`config.mk`:
```
export PLATFORM = sky130hd
export DESIGN_NAME = lemming_bridge_arbiter_flat
export DESIGN_NICKNAME = d
export VERILOG_FILES = /design/src/rtl/lemming_pkg.sv /design/src/rtl/lemming_bridge_arbiter_if.sv /design/src/rtl/lemming_rr_pick.sv /design/src/rtl/lemming_bridge_arbiter.sv /design/src/flat_wrapper.sv
export SDC_FILE = /design/constraint.sdc
export NUM_CORES = 1
export LEC_CHECK = 0
export CELL_PAD_IN_SITES_DETAIL_PLACEMENT = 1
export CELL_PAD_IN_SITES_GLOBAL_PLACEMENT = 2
export CORE_UTILIZATION = 31
export CTS_BUF_LIST = sky130_fd_sc_hd__clkbuf_8
export CTS_CLUSTER_DIAMETER = 80
export DETAILED_ROUTE_END_ITERATION = 16
export HOLD_SLACK_MARGIN = 0.1
export MAX_ROUTING_LAYER = met4
export PLACE_DENSITY_LB_ADDON = 0.1
export SLEW_MARGIN = 20
export SYNTH_ARGS = -nofsm -noshare
export SYNTH_HDL_FRONTEND = slang
export SYNTH_SLANG_ARGS = --single-unit
```
`constraint.sdc`:
```
create_clock -name clk -period 2.1 [get_ports clk]
set_input_delay 0.42 -clock clk [delete_from_list [all_inputs] [get_ports clk]]
set_output_delay 0.42 -clock clk [all_outputs]
set_load 0.1 [all_outputs]
```
`src/rtl/lemming_pkg.sv`:
```
// rtl/lemming_pkg.sv - shared types and width helpers for the lemming bridge arbiter
package lemming_pkg;

    typedef enum logic [1:0] {
        IDLE  = 2'd0,
        CROSS = 2'd1,
        GAP   = 2'd2
    } lemming_state_e;

    localparam int N_DEF     = 4;
    localparam int CROSS_DEF = 5;
    localparam int GAP_DEF   = 1;

    function automatic int id_w(input int n);
        return (n > 1) ? $clog2(n) : 1;
    endfunction

    // Counters only ever hold max-1, so clog2(max) bits suffice.
    function automatic int cnt_w(input int cross_cycles, input int gap_cycles);
        int m;
        m = (cross_cycles > gap_cycles) ? cross_cycles : gap_cycles;
        return (m > 1) ? $clog2(m) : 1;
    endfunction

    localparam int ID_W = id_w(N_DEF);

endpackage

```
`src/rtl/lemming_bridge_arbiter_if.sv`:
```
// rtl/lemming_bridge_arbiter_if.sv - request/grant bundle between walkers and the bridge arbiter
interface lemming_bridge_arbiter_if import lemming_pkg::*; #(
    parameter int N = 4
);
    localparam int IW = id_w(N);

    logic [N-1:0]  req;
    logic [N-1:0]  ground;
    logic [N-1:0]  grant;
    logic          busy;
    logic [IW-1:0] owner;
    logic          done;
    logic          abort;

    modport master (
        input  req, ground,
        output grant, busy, owner, done, abort
    );

    modport slave (
        output req, ground,
        input  grant, busy, owner, done, abort
    );

endinterface

```
`src/rtl/lemming_rr_pick.sv`:
```
// rtl/lemming_rr_pick.sv - wrap-around priority search starting at ptr
module lemming_rr_pick import lemming_pkg::*; #(
    parameter int N = 4
) (
    input  logic [N-1:0]       eligible_i,
    input  logic [id_w(N)-1:0] ptr_i,
    output logic               valid_o,
    output logic [id_w(N)-1:0] idx_o
);
    localparam int IW = id_w(N);

    // Scan from the farthest offset down so the nearest eligible index wins.
    always_comb begin
        valid_o = 1'b0;
        idx_o   = '0;
        for (int i = N - 1; i >= 0; i--) begin
            int j;
            j = int'(ptr_i) + i;
            if (j >= N) j = j - N;
            if (eligible_i[j]) begin
                valid_o = 1'b1;
                idx_o   = IW'(j);
            end
        end
    end

endmodule

```
`src/rtl/lemming_bridge_arbiter.sv`:
```
// rtl/lemming_bridge_arbiter.sv - round-robin owner of the one-lane bridge with crossing timer and gap
module lemming_bridge_arbiter import lemming_pkg::*; #(
    parameter int N            = 4,
    parameter int CROSS_CYCLES = 5,
    parameter int GAP_CYCLES   = 1
) (
    input  logic                       clk,
    input  logic                       resetn,
    lemming_bridge_arbiter_if.master   bus
);
    localparam int IW = id_w(N);
    localparam int CW = cnt_w(CROSS_CYCLES, GAP_CYCLES);

    localparam logic [N-1:0]   ONE        = N'(1);
    localparam logic [CW-1:0]  CROSS_LOAD = CW'(CROSS_CYCLES - 1);
    localparam logic [CW-1:0]  GAP_LOAD   = (GAP_CYCLES > 0) ? CW'(GAP_CYCLES - 1) : '0;
    localparam lemming_state_e LEAVE_ST   = (GAP_CYCLES > 0) ? GAP : IDLE;
    localparam logic           LEAVE_BUSY = (GAP_CYCLES > 0);

    lemming_state_e state_q;
    logic [N-1:0]   grant_q;
    logic [IW-1:0]  owner_q;
    logic [IW-1:0]  ptr_q;
    logic [CW-1:0]  cnt_q;
    logic           busy_q;
    logic           done_q;
    logic           abort_q;

    logic [N-1:0]   eligible;
    logic           pick_valid;
    logic [IW-1:0]  pick_idx;
    logic           owner_ok;
    logic [IW-1:0]  ptr_next;

    assign eligible = bus.req & bus.ground;
    assign owner_ok = bus.req[owner_q] & bus.ground[owner_q];
    assign ptr_next = (int'(owner_q) == N - 1) ? '0 : owner_q + IW'(1);

    lemming_rr_pick #(.N(N)) u_pick (
        .eligible_i (eligible),
        .ptr_i      (ptr_q),
        .valid_o    (pick_valid),
        .idx_o      (pick_idx)
    );

    always_ff @(posedge clk) begin
        if (!resetn) begin
            state_q <= IDLE;
            grant_q <= '0;
            owner_q <= '0;
            ptr_q   <= '0;
            cnt_q   <= '0;
            busy_q  <= 1'b0;
            done_q  <= 1'b0;
            abort_q <= 1'b0;
        end else begin
            done_q  <= 1'b0;
            abort_q <= 1'b0;
            case (state_q)
                IDLE: begin
                    if (pick_valid) begin
                        state_q <= CROSS;
                        grant_q <= ONE << pick_idx;
                        owner_q <= pick_idx;
                        cnt_q   <= CROSS_LOAD;
                        busy_q  <= 1'b1;
                    end
                end
                CROSS: begin
                    // A fall or withdrawal outranks a crossing that would finish this edge.
                    if (!owner_ok || cnt_q == '0) begin
                        state_q <= LEAVE_ST;
                        grant_q <= '0;
                        ptr_q   <= ptr_next;
                        cnt_q   <= GAP_LOAD;
                        busy_q  <= LEAVE_BUSY;
                        abort_q <= !owner_ok;
                        done_q  <= owner_ok;
                    end else begin
                        cnt_q <= cnt_q - CW'(1);
                    end
                end
                GAP: begin
                    if (cnt_q == '0) begin
                        state_q <= IDLE;
                        busy_q  <= 1'b0;
                    end else begin
                        cnt_q <= cnt_q - CW'(1);
                    end
                end
                default: begin
                    state_q <= IDLE;
                    grant_q <= '0;
                    busy_q  <= 1'b0;
                end
            endcase
        end
    end

    assign bus.grant = grant_q;
    assign bus.busy  = busy_q;
    assign bus.owner = owner_q;
    assign bus.done  = done_q;
    assign bus.abort = abort_q;

endmodule

```
`src/flat_wrapper.sv`:
```
// flat-port wrapper written by rule: the top's interface ports become plain ports
module lemming_bridge_arbiter_flat import lemming_pkg::*;
#(
    parameter int N            = 4,
    parameter int CROSS_CYCLES = 5,
    parameter int GAP_CYCLES   = 1
)
  (clk, resetn, bus_req, bus_ground, bus_grant, bus_busy, bus_owner, bus_done, bus_abort);
  lemming_bridge_arbiter_if #(.N(N)) bus_i ();
  input  logic clk;
  input  logic resetn;
  input wire logic [$bits(bus_i.req)-1:0] bus_req;
  input wire logic [$bits(bus_i.ground)-1:0] bus_ground;
  output wire logic [$bits(bus_i.grant)-1:0] bus_grant;
  output wire logic [$bits(bus_i.busy)-1:0] bus_busy;
  output wire logic [$bits(bus_i.owner)-1:0] bus_owner;
  output wire logic [$bits(bus_i.done)-1:0] bus_done;
  output wire logic [$bits(bus_i.abort)-1:0] bus_abort;
  assign bus_i.req = bus_req;
  assign bus_i.ground = bus_ground;
  assign bus_grant = bus_i.grant;
  assign bus_busy = bus_i.busy;
  assign bus_owner = bus_i.owner;
  assign bus_done = bus_i.done;
  assign bus_abort = bus_i.abort;
  lemming_bridge_arbiter #(.N(N), .CROSS_CYCLES(CROSS_CYCLES), .GAP_CYCLES(GAP_CYCLES)) u_core (.clk(clk), .resetn(resetn), .bus(bus_i));
endmodule
```
run_1/class_map.png
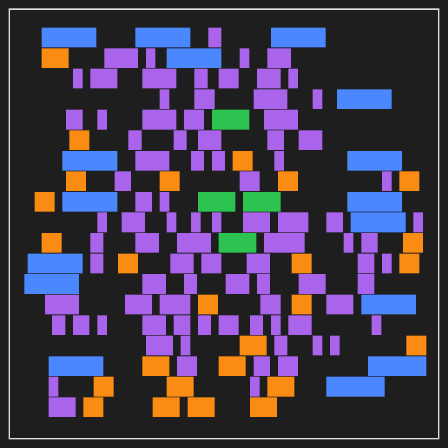
class	color	cells	share of their area
remaining buffers and delay cells	orange	26	18%
remaining logic cells	purple	89	51%
clock drivers and dummy loads	green	4	4.6%
registers	blue	16	27%
Placeable Area: 2805 sq um
Finished Cell Area: 1247 sq um

run_1/congestion_map.png
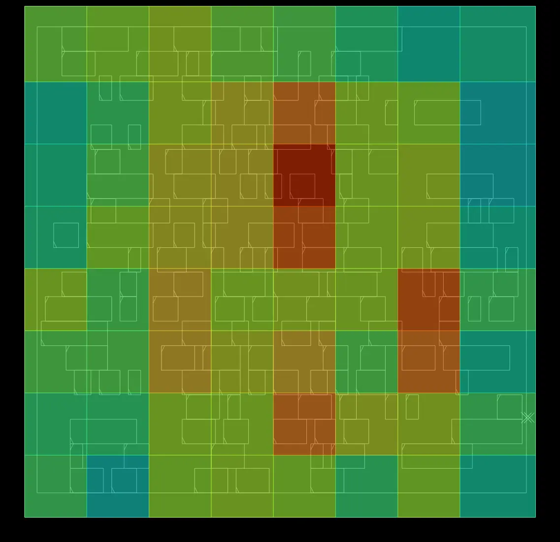
M3 GR Usage: 2.765%
met2 GRT Util: 29.42%
grt met1 use: 20.87%
routed length per instance: 15.59 um
busiest metal layer after global routing: met2

run_1/util_map.png
11 x 11 tiles, from black (low) to pale yellow (high), 0 to 100% covered.
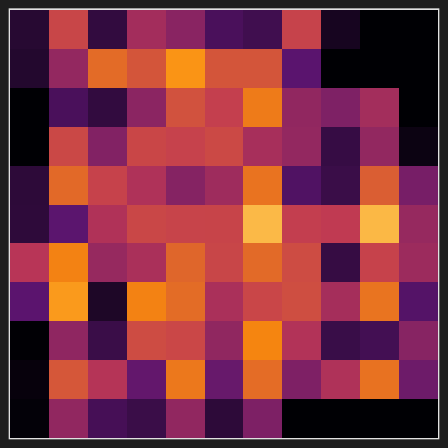
densest ninth of the die	middle
fullest tile	85%
nearly empty tiles	12%
tiles over 75% full	3.3%
emptiest ninth of the die	top right
Core Util, Final: 44.47%
initial core utilization: 33.05%

==> impl_metrics.json, run 1 <==
{
  "status": "finished with violations",
  "violations": "DRC",
  "clkLatencyLatePin_ns": 0.25,
  "cts.sinks": 16,
  "yosysTopAreaCell": "dfxtp_1",
  "ios": 19,
  "drv_cap": 0,
  "ys_area_sq_um": 927.1,
  "required_ns": 2.28,
  "post-route-period-util_pct": 93.69,
  "p_leak_nw": 0.5028,
  "cts-buffers-inserted": 3,
  "syn_inst": 105,
  "power_density_nw_per_um2": 903.8,
  "diodes": 0,
  "p_clk_share_pct": 24.8,
  "cp-start-kind": "primary input",
  "ys_warn_count": 0,
  "drc_errors": 2,
  "path_class": "primary input to flip-flop",
  "numSynthFlops": 16,
  "peakVddDrop_mv": 0.5067,
  "finalPower_mw": 1.127,
  "syn_nets": 122,
  "slew_violations": 0,
  "cts_buffer_depth": 2,
  "synthArstFlopShare_pct": 0,
  "areaGrowthSynthToFinish_pct": 34.55,
  "htreeDepth": 1,
  "wl_um": 2588,
  "final_common_cell": "buf_4",
  "rsz0062_at_grt": "no",
  "power.internal_uw": 676.6,
  "antenna_found_initial": 0,
  "layout_top_cells": "buf_4, dfxtp_1, inv_1, clkdlybuf4s50_1, ha_1",
  "pre_cts_ws_ns": -0.1432,
  "gp_congestion": 0.7221,
  "syn_avg_cell_area_sq_um": 8.830,
  "global_route.usage.total_pct": 17.31,
  "tool_warnings": 30,
  "cp.arrival_ns": 2.15,
  "edf_count": 0,
  "setup_ws_ns": 0.1325,
  "worstPathMaxFanout": 4,
  "ys_top_cells_by_area": "dfxtp_1, ha_1, inv_1",
  "die_y_um": 56.69,
  "root_buffer": "clkbuf_8",
  "place_inst": 162,
  "setup_viol": 0,
  "worst_pin_slew_ns": 0.5182,
  "vias": 909,
  "drt-initial-drc-count": 11,
  "ys_seq_share_pct": 34.55,
  "stdcell_count": 166,
  "die_w_um": 56.69,
  "dieArea_sq_um": 3213,
  "ant_nets": 0,
  "synth_cell_types": 40,
  "first_global_vias": 921,
  "viasPerCell": 5.476,
  "grt_max_degree": 11,
  "clk_pin_slew_worst_paths_ns": 0.07,
  "io_buffers": 18,
  "final_nets": 153,
  "syn-cell-area_sq_um": 927.1,
  "ys_cells": 105,
  "switching_power_uw": 450.9,
  "p_seq_share_pct": 34.0,
  "ys.flop_type": "dfxtp_1",
  "place_area_sq_um": 1186
}
## run 1: critical path, cell delays in order
cell             delay, ns
clkdlybuf4s50_1       0.52
a22oi_1               0.16
a31oi_2               0.26
nand2_1               0.13
or4b_1                0.53
o22ai_1               0.13
## run 1: metrics by stage
step / util (%) / TNS [ns] / hold WS, ns
final: 44.47 / 0 / 0.4783
after global routing: 44.47 / 0 / 0.5038
after CTS: 44.25 / 0 / 0.4807
after detailed placement: 42.28 / -0.6139 / 0.4696
after global placement: 42.28 / -0.3196 / 0.4593
after floorplan: - / 0 / 0.4547
## run 1: synth_stat cells (2+ instances only)
| library cell | instances |
|---|---|
| o21ai_1 | 2 |
| nor2_1 | 6 |
| nand3b_1 | 2 |
| dfxtp_1 | 16 |
| o31ai_1 | 2 |
| ha_1 | 7 |
| nand4b_1 | 3 |
| nand2_1 | 6 |
| nand3_1 | 4 |
| nand4_1 | 2 |
| mux2i_1 | 4 |
| o22ai_1 | 4 |
| o21ai_0 | 2 |
| a211oi_1 | 2 |
| inv_1 | 12 |
| and4_1 | 2 |
| o32ai_1 | 2 |
| a21oi_1 | 5 |
## run 1: kinds of logic (layout without fill, tap and decap cells)
logic type / count (synthesis) / after routing / share of synthesized area, %
compound gates: 26 / 26 / 19.57
fa+ha+maj: 7 / 7 / 9.446
buf+inv: 13 / 43 / 5.262
flops: 16 / 16 / 34.55
mux: 4 / 4 / 4.319
simple gates: 39 / 39 / 26.86
## run 1: flip-flops by register name (all words and copies together) (netlist names)
register / cells
u_core.ptr_q: 2
u_core.bus.abort: 1
u_core.bus.done: 1
u_core.bus.owner: 2
u_core.bus.grant: 4
u_core.state_q: 2
u_core.bus.busy: 1
u_core.cnt_q: 3
## run 1: area by class of cell
cell class / instances / area (sq um) / area share [%]
sequential: 16 / 322.8 / 25.88
inverter: 13 / 48.80 / 3.912
clock buffer: 4 / 55.05 / 4.413
tap: 31 / 38.79 / 3.109
timing repair buffer: 26 / 217.7 / 17.45
multi-input combinational: 76 / 564.3 / 45.24
## run 1: metal layers
layer  track usage (%)  part of all wire (%)  wire length, um
met5                 -                     0                0
met4             5.357                  0.97               25
met3             2.765                   3.0               77
met2             29.42                    48             1251
met1             20.87                    48             1233
## run 1: path summary, 6_finish.rpt
kind / startpoint / end / slack (ns) / depth (start not counted)
worst max register to register: u_core.state_q[1] / u_core.bus.grant[3] / 0.28 / 7
worst min register to register: u_core.bus.grant[3] / u_core.bus.grant[3] / 0.48 / 2
worst min-delay path: u_core.bus.grant[3] / u_core.bus.grant[3] / 0.48 / 2
worst max-delay path: bus_req[2] / u_core.bus.grant[3] / 0.13 / 6
## run 1: what timing repair did
item	in CTS	in global routing
setup endpoints to repair	0	1
hold buffers	0	0
gates resized	0	1
## run 1: power by group through the flow
stage | logic [mW] | clock network (mW) | registers [mW]
floorplan | 0.190 | 0 | 0.516
global placement | 0.463 | 0 | 0.384
detailed placement | 0.465 | 0 | 0.387
CTS | 0.468 | 0.290 | 0.380
global route | 0.503 | 0.299 | 0.389
finish | 0.465 | 0.279 | 0.383
==> run 2, diff against run 1 <==
Settings changed: CORE_UTILIZATION 31 to 38, DONT_BUFFER_PORTS set to 1.
run_2/class_map.png
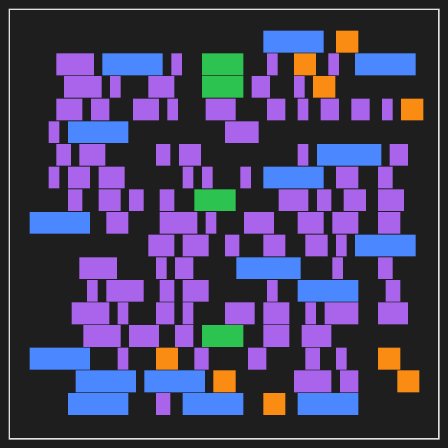
class	color	cells	share of their area
remaining buffers and delay cells	orange	9	6.4%
clock drivers and dummy loads	green	4	5.2%
remaining logic cells	purple	89	58%
registers	blue	16	31%
Finished Cell Area: 1087 sq um
Placeable Area: 2255 sq um

run_2/congestion_map.png
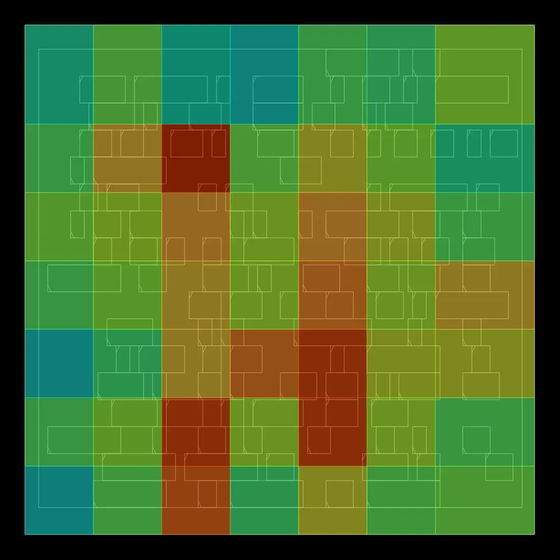
routed length per instance: 15.97 um
M3 GR Usage: 2.679%
Tot GR Track Use: 20.98%
met2 GRT Util: 34.20%
grt met1 use: 25.63%

==> run 2 against run 1 <==
The run now ends clean. Final cell count down 12%. Utilization increased by 3.8 points. Non-clock buffer count is 17 lower. Clock skew is essentially flat. Largest cell class unchanged. Via count down 8.4%. Sequential cell count unchanged. Worst hold slack worse by 0.15 ns. Combinational power is 12% lower. Worst setup slack improved by 0.093 ns. First-iteration DRC count decreased by 55%.
==> impl_metrics.json, run 2 <==
{
  "vias": 833,
  "die_y_um": 51.40,
  "slew_violations": 0,
  "cts-buffers-inserted": 3,
  "cts_resized": 0,
  "fp_util_pct": 41.12,
  "power_density_nw_per_um2": 977.6,
  "cts_buffer_depth": 2,
  "viasPerCell": 5.705,
  "path_class": "flip-flop to flip-flop",
  "drv_cap": 0,
  "status": "finished, final reports clean",
  "worstPathMaxFanout": 5,
  "root_buffer": "clkbuf_8",
  "ys.flop_type": "dfxtp_1",
  "final.setup.tns_ns": 0,
  "first_global_vias": 870,
  "post-synth-top-count-cell": "dfxtp_1",
  "ant_nets": 0,
  "cp-start-kind": "flip-flop",
  "ys_seq_share_pct": 34.55,
  "cts.sinks": 16,
  "layout_top_cells": "dfxtp_1, inv_1, buf_4, ha_1",
  "cp.arrival_ns": 2.03,
  "crit_slowest_cell": "a211oi_1",
  "cp_cell_sequence": "inv_1 -> ha_1 -> and4_1 -> a211oi_1 -> nand4b_1 -> o32ai_1",
  "syn_inst": 105,
  "dieArea_sq_um": 2641,
  "die_w_um": 51.40,
  "place_inst": 142,
  "common_cells": "dfxtp_1, inv_1, ha_1",
  "areaGrowthSynthToFinish_pct": 17.27,
  "slowest_delay_ns": 0.55,
  "htreeDepth": 1,
  "synthArstFlopShare_pct": 0,
  "diodes": 0,
  "finalPower_mw": 1.063,
  "ys_warn_count": 0,
  "setup_viol": 0,
  "rrSetupSlack_ns": 0.23,
  "io_buffers": 0,
  "clk_pin_slew_worst_paths_ns": 0.07,
  "drc_errors": 0,
  "ios": 19
}
==> run 2: cell counts after synthesis <==
Identical to the previous run, type by type.
==> run 2: power by group <==
group | switching, mW | total, mW | internal, mW | leakage, nW
combinational | 0.284 | 0.409 | 0.125 | 0.267
sequential | 0.0326 | 0.376 | 0.344 | 0.132
clock | 0.111 | 0.277 | 0.166 | 0.0288
total | 0.428 | 1.06 | 0.635 | 0.427
==> run 2: cell families after synthesis <==
family | synth area share, %
AND-OR/OR-AND | 19.57
adder cells (fa/ha/maj) | 9.446
buffers and inverters | 5.262
flip-flops | 34.55
multiplexers | 4.319
AND/OR/NAND/NOR | 26.86
==> run 2: per-layer routing <==
metal  wire (um)  track usage, %  vias up
li1            -               -      419
met1        1118           25.63      395
met2        1099           34.20       14
met3          69           2.679        5
met4          44           9.459        0
met5           0               -        -
==> run 2: critical path: cells and delay by family, from the launching register on <==
| family | cells | cell delay (ns) |
|---|---|---|
| and+or+nand+nor | 2 | 0.36 |
| DFF | 1 | 0.40 |
| adders and majority gates | 1 | 0.21 |
| buffers and inverters | 1 | 0.08 |
| AOI/OAI and AO/OA | 2 | 0.71 |
==> run 2: cell type report <==
type	instances	area (sq um)	area share [%]
clock buffers	4	55.05	5.063
multi-input cells	76	558.0	51.32
inverters	13	48.80	4.488
flip-flops and latches	16	322.8	29.69
well taps	28	35.03	3.222
repair buffers	9	67.56	6.214
==> run 2: metrics by stage <==
step | hold WS [ns] | setup WS, ns | util (%)
after floorplan | 0.4547 | 0.1989 | -
after global placement | 0.4882 | 0.3321 | 45.78
after detailed placement | 0.4898 | 0.2752 | 45.78
after CTS | 0.3288 | 0.2519 | 48.22
after global routing | 0.3252 | 0.04298 | 48.22
final | 0.3315 | 0.2259 | 48.22
==> run 2: worst paths after layout <==
kind                                        start                to  cells after the start
worst max-delay path            u_core.state_q[0]   u_core.cnt_q[1]                      6
worst min-delay path                       resetn  u_core.bus.abort                      1
worst max register to register  u_core.state_q[0]   u_core.cnt_q[1]                      6
worst min register to register    u_core.cnt_q[2]   u_core.cnt_q[2]                      2
No activity file was given, so power comes from the tool's default toggle rates.
